### Clock distribution

(6 px per um)
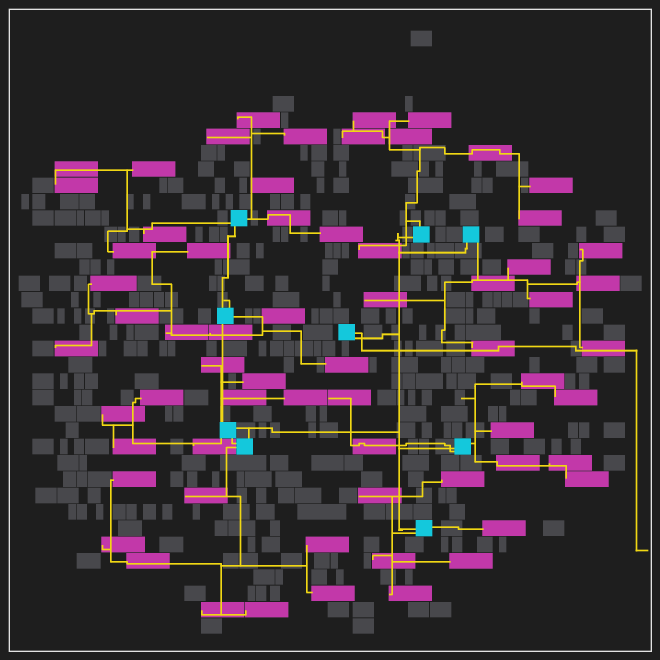
### Clock nets

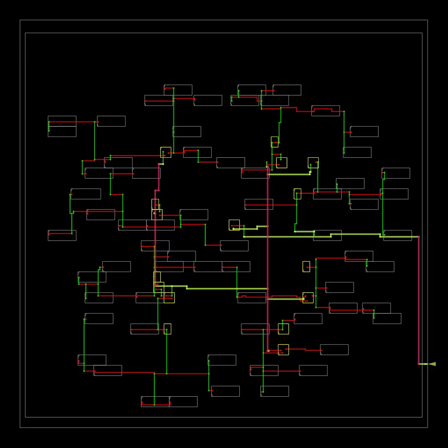
### Placement density heat map

(2 px per um) 11 x 11 tiles, from black (low) to pale yellow (high), 0 to 100% covered.
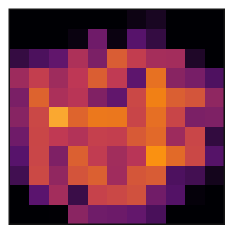
===== src/rtl/seq_shift_add_multiplier.sv =====
// Iterative unsigned shift-and-add multiplier: one partial product per clock.
// Optional SEQ_SHIFT_ADD_MULTIPLIER_EARLY_DONE_EN finishes once the remaining multiplier bits are zero.
module seq_shift_add_multiplier #(
  parameter int WIDTH_A = 8,
  parameter int WIDTH_B = 8
) (
  input  logic                       clk,
  input  logic                       rst,
  input  logic                       start,
  input  logic [WIDTH_A-1:0]         a,
  input  logic [WIDTH_B-1:0]         b,
  output logic                       ready,
  output logic                       busy,
  output logic                       done,
  output logic [WIDTH_A+WIDTH_B-1:0] result
);

  localparam int CNT_W = $clog2(WIDTH_B) + 1;
  localparam int W     = WIDTH_A + WIDTH_B;

  typedef enum logic [1:0] {IDLE, RUN, DONE} state_t;

  state_t             state;
  logic [W-1:0]       acc;
  logic [W-1:0]       mcand;
  logic [WIDTH_B-1:0] mplier;
  logic [CNT_W-1:0]   cnt;
  logic               ready_r;
  logic [W-1:0]       acc_next;
  logic               last;

  always_comb begin
    acc_next = mplier[0] ? acc + mcand : acc;
`ifdef SEQ_SHIFT_ADD_MULTIPLIER_EARLY_DONE_EN
    last = (cnt == CNT_W'(WIDTH_B - 1)) || ((mplier >> 1) == '0);
`else
    last = (cnt == CNT_W'(WIDTH_B - 1));
`endif
  end

  // Registered idle flag is masked by rst so ready drops the moment reset is applied.
  assign ready = ready_r & ~rst;

  always_ff @(posedge clk) begin
    if (rst) begin
      state   <= IDLE;
      acc     <= '0;
      mcand   <= '0;
      mplier  <= '0;
      cnt     <= '0;
      result  <= '0;
      done    <= 1'b0;
      busy    <= 1'b0;
      ready_r <= 1'b1;
    end else begin
      case (state)
        IDLE: begin
          done <= 1'b0;
          if (start) begin
            mcand   <= W'(a);
            mplier  <= b;
            acc     <= '0;
            cnt     <= '0;
            busy    <= 1'b1;
            ready_r <= 1'b0;
            state   <= RUN;
          end
        end
        RUN: begin
          acc    <= acc_next;
          mcand  <= mcand << 1;
          mplier <= mplier >> 1;
          cnt    <= cnt + 1'b1;
          if (last) begin
            result <= acc_next;
            done   <= 1'b1;
            state  <= DONE;
          end
        end
        DONE: begin
          done    <= 1'b0;
          busy    <= 1'b0;
          ready_r <= 1'b1;
          state   <= IDLE;
        end
        default: begin
          done    <= 1'b0;
          busy    <= 1'b0;
          ready_r <= 1'b1;
          state   <= IDLE;
        end
      endcase
    end
  end

endmodule


===== config.mk =====
export PLATFORM = sky130hd
export DESIGN_NAME = seq_shift_add_multiplier
export DESIGN_NICKNAME = d
export VERILOG_FILES = /design/src/rtl/seq_shift_add_multiplier.sv
export SDC_FILE = /design/constraint.sdc
export NUM_CORES = 1
export LEC_CHECK = 0
export ABC_AREA = 0
export CAP_MARGIN = 40
export CORE_UTILIZATION = 30
export CTS_BUF_LIST = sky130_fd_sc_hd__clkbuf_4
export DETAILED_ROUTE_END_ITERATION = 10
export GPL_TIMING_DRIVEN = 0
export PLACE_DENSITY = 0.55
export SLEW_MARGIN = 25
export SYNTH_ARGS = -nofsm -noshare
export SYNTH_HDL_FRONTEND = slang
export SYNTH_SLANG_ARGS = --single-unit

===== constraint.sdc =====
create_clock -name clk -period 2.5 [get_ports clk]
set_input_delay 0.25 -clock clk [delete_from_list [all_inputs] [get_ports clk]]
set_output_delay 0.25 -clock clk [all_outputs]
set_load 0.02 [all_outputs]

==> flow_metrics.tcl <==
# yosys + openroad results
set metrics [dict create \
    outcome "completed" \
    crit_end "result[14]" \
    path_clk_slew_ps 120 \
    cts_post_setup_buffers_inserted 1 \
    clock_path_buffers 2 \
    path_depth 10 \
    diodes 0 \
    synth-main-ff-cell "dfxtp_1" \
    powerSeq_uw 1090 \
    layout_top_cells "dfxtp_1 (64), nor2_1 (45), a21oi_1 (43)" \
    xor_share 0.0372 \
    synth.distinct_cells 48 \
    warnings 26 \
    nets 455 \
    hp-class "in -> reg" \
    yosys.area_share.adder 0.0669 \
    slew_headroom 0.510 \
    htreeDepth 3 \
    critPathArrivalTime_ps 2680 \
    grt_max_degree 12 \
    synth-async-reset-ratio 0 \
    pre_cts_ws_ps -24.1 \
    dominant_cells "combinational gates" \
    post-synth-top-count-cell "dfxtp_1" \
    synth.area.top_cells "dfxtp_1 (40%), a21oi_1 (6.7%), ha_1 (6.1%)" \
    topRoutingLayerUsed "met4" \
    required_ps 2840 \
    reg_top3 "acc x16, mcand x16, result x16" \
    cts-root-buf "clkbuf_4" \
    area.sequential_um2 1300 \
    pg_comb_uw 250 \
    clock_sinks 65 \
    p_clk_frac 0.309 \
    r2r-end "result[14]" \
    ys_top_cells_by_count "dfxtp_1 (65), nor2_1 (45), a21oi_1 (44)" \
    fillers 1130 \
    r2r_start "mcand[0]" \
    grt-busiest-layer "met2" \
    clk-power_uw 600 \
    drc_errors 0 \
    report.final.slew_viol_count 0 \
    die_h_um 107 \
    path_buffers 1 \
    hold_end "busy" \
    hp-start "start" \
    yosys.area.top_type "dfxtp_1" \
    cts_tree "yes" \
    comb-cell-share 0.484 \
    finalPower_uw 1940 \
    cap_violations 0 \
    yosys_warnings 0 \
    slowest_delay_ps 410 \
    grt_pass1_vias 2784 \
    final_area_um2 3960 \
    ioPinCount 38 \
    synthCells 372 \
    worst_pin_slew_ps 735 \
    cts_buffers 9 \
    clk_share 0.0266 \
    yosysSeqAreaShare 0.395 \
    syn-num-nets 408 \
    powerDensity_nw_per_um2 491 \
    reg2reg_depth 10 \
    crit_chain "ha_2 -> fa_2 -> a21oi_2 -> o21ai_1 -> a21oi_2 -> buf_4 -> a211o_1 -> o21ai_1 -> xnor2_2 -> a221oi_2" \
    power_top_consumer "registers" \
    p_leak_uw 0.00154 \
    setup_viol 0 \
    topCombFamilyByArea "AND-OR/OR-AND gates" \
    logic_gates 280 \
    stdcell_count 560 \
    routed_wl_mm 8.76 \
    crit_start "mcand[0]" \
    dieWidth_um 107 \
    swShare 0.295 \
    layout.nonclk_buf_frac 0.112 \
    final_core_util 0.378 \
    nClkBuffers 9 \
    row_count 37 \
    placed_area_um2 3810 \
    cts-hold-fix-buffers 0 \
    grt_first_pass_wirelength_mm 14.0 \
    critPathTopFamily "AND-OR/OR-AND gates" \
    rsz0062_at_grt "no" \
    die_area_um2 11400 \
    holdWs_ps 311 \
    synth.mux.area_fraction 0.0380 \
    nNonClkInverters 5 \
    met1Wirelength_mm 4.32 \
    cp-end-kind "flip-flop" \
]
Notes on 'Clock distribution' above:
[cyan] clock drivers | count: 9
[magenta] flip-flops | count: 65
[yellow] clock wires | length: 950 um
flops lie: spread over the die

Notes on 'Clock nets' above:
Seq cells: 65
Late-Pin Clk Latency: 420 ps
Layout Skew: 17.5 ps

Notes on 'Placement density heat map' above:
mean over tiles: 33%
nearly empty tiles: 21%
tiles over 75% full: 1.7%

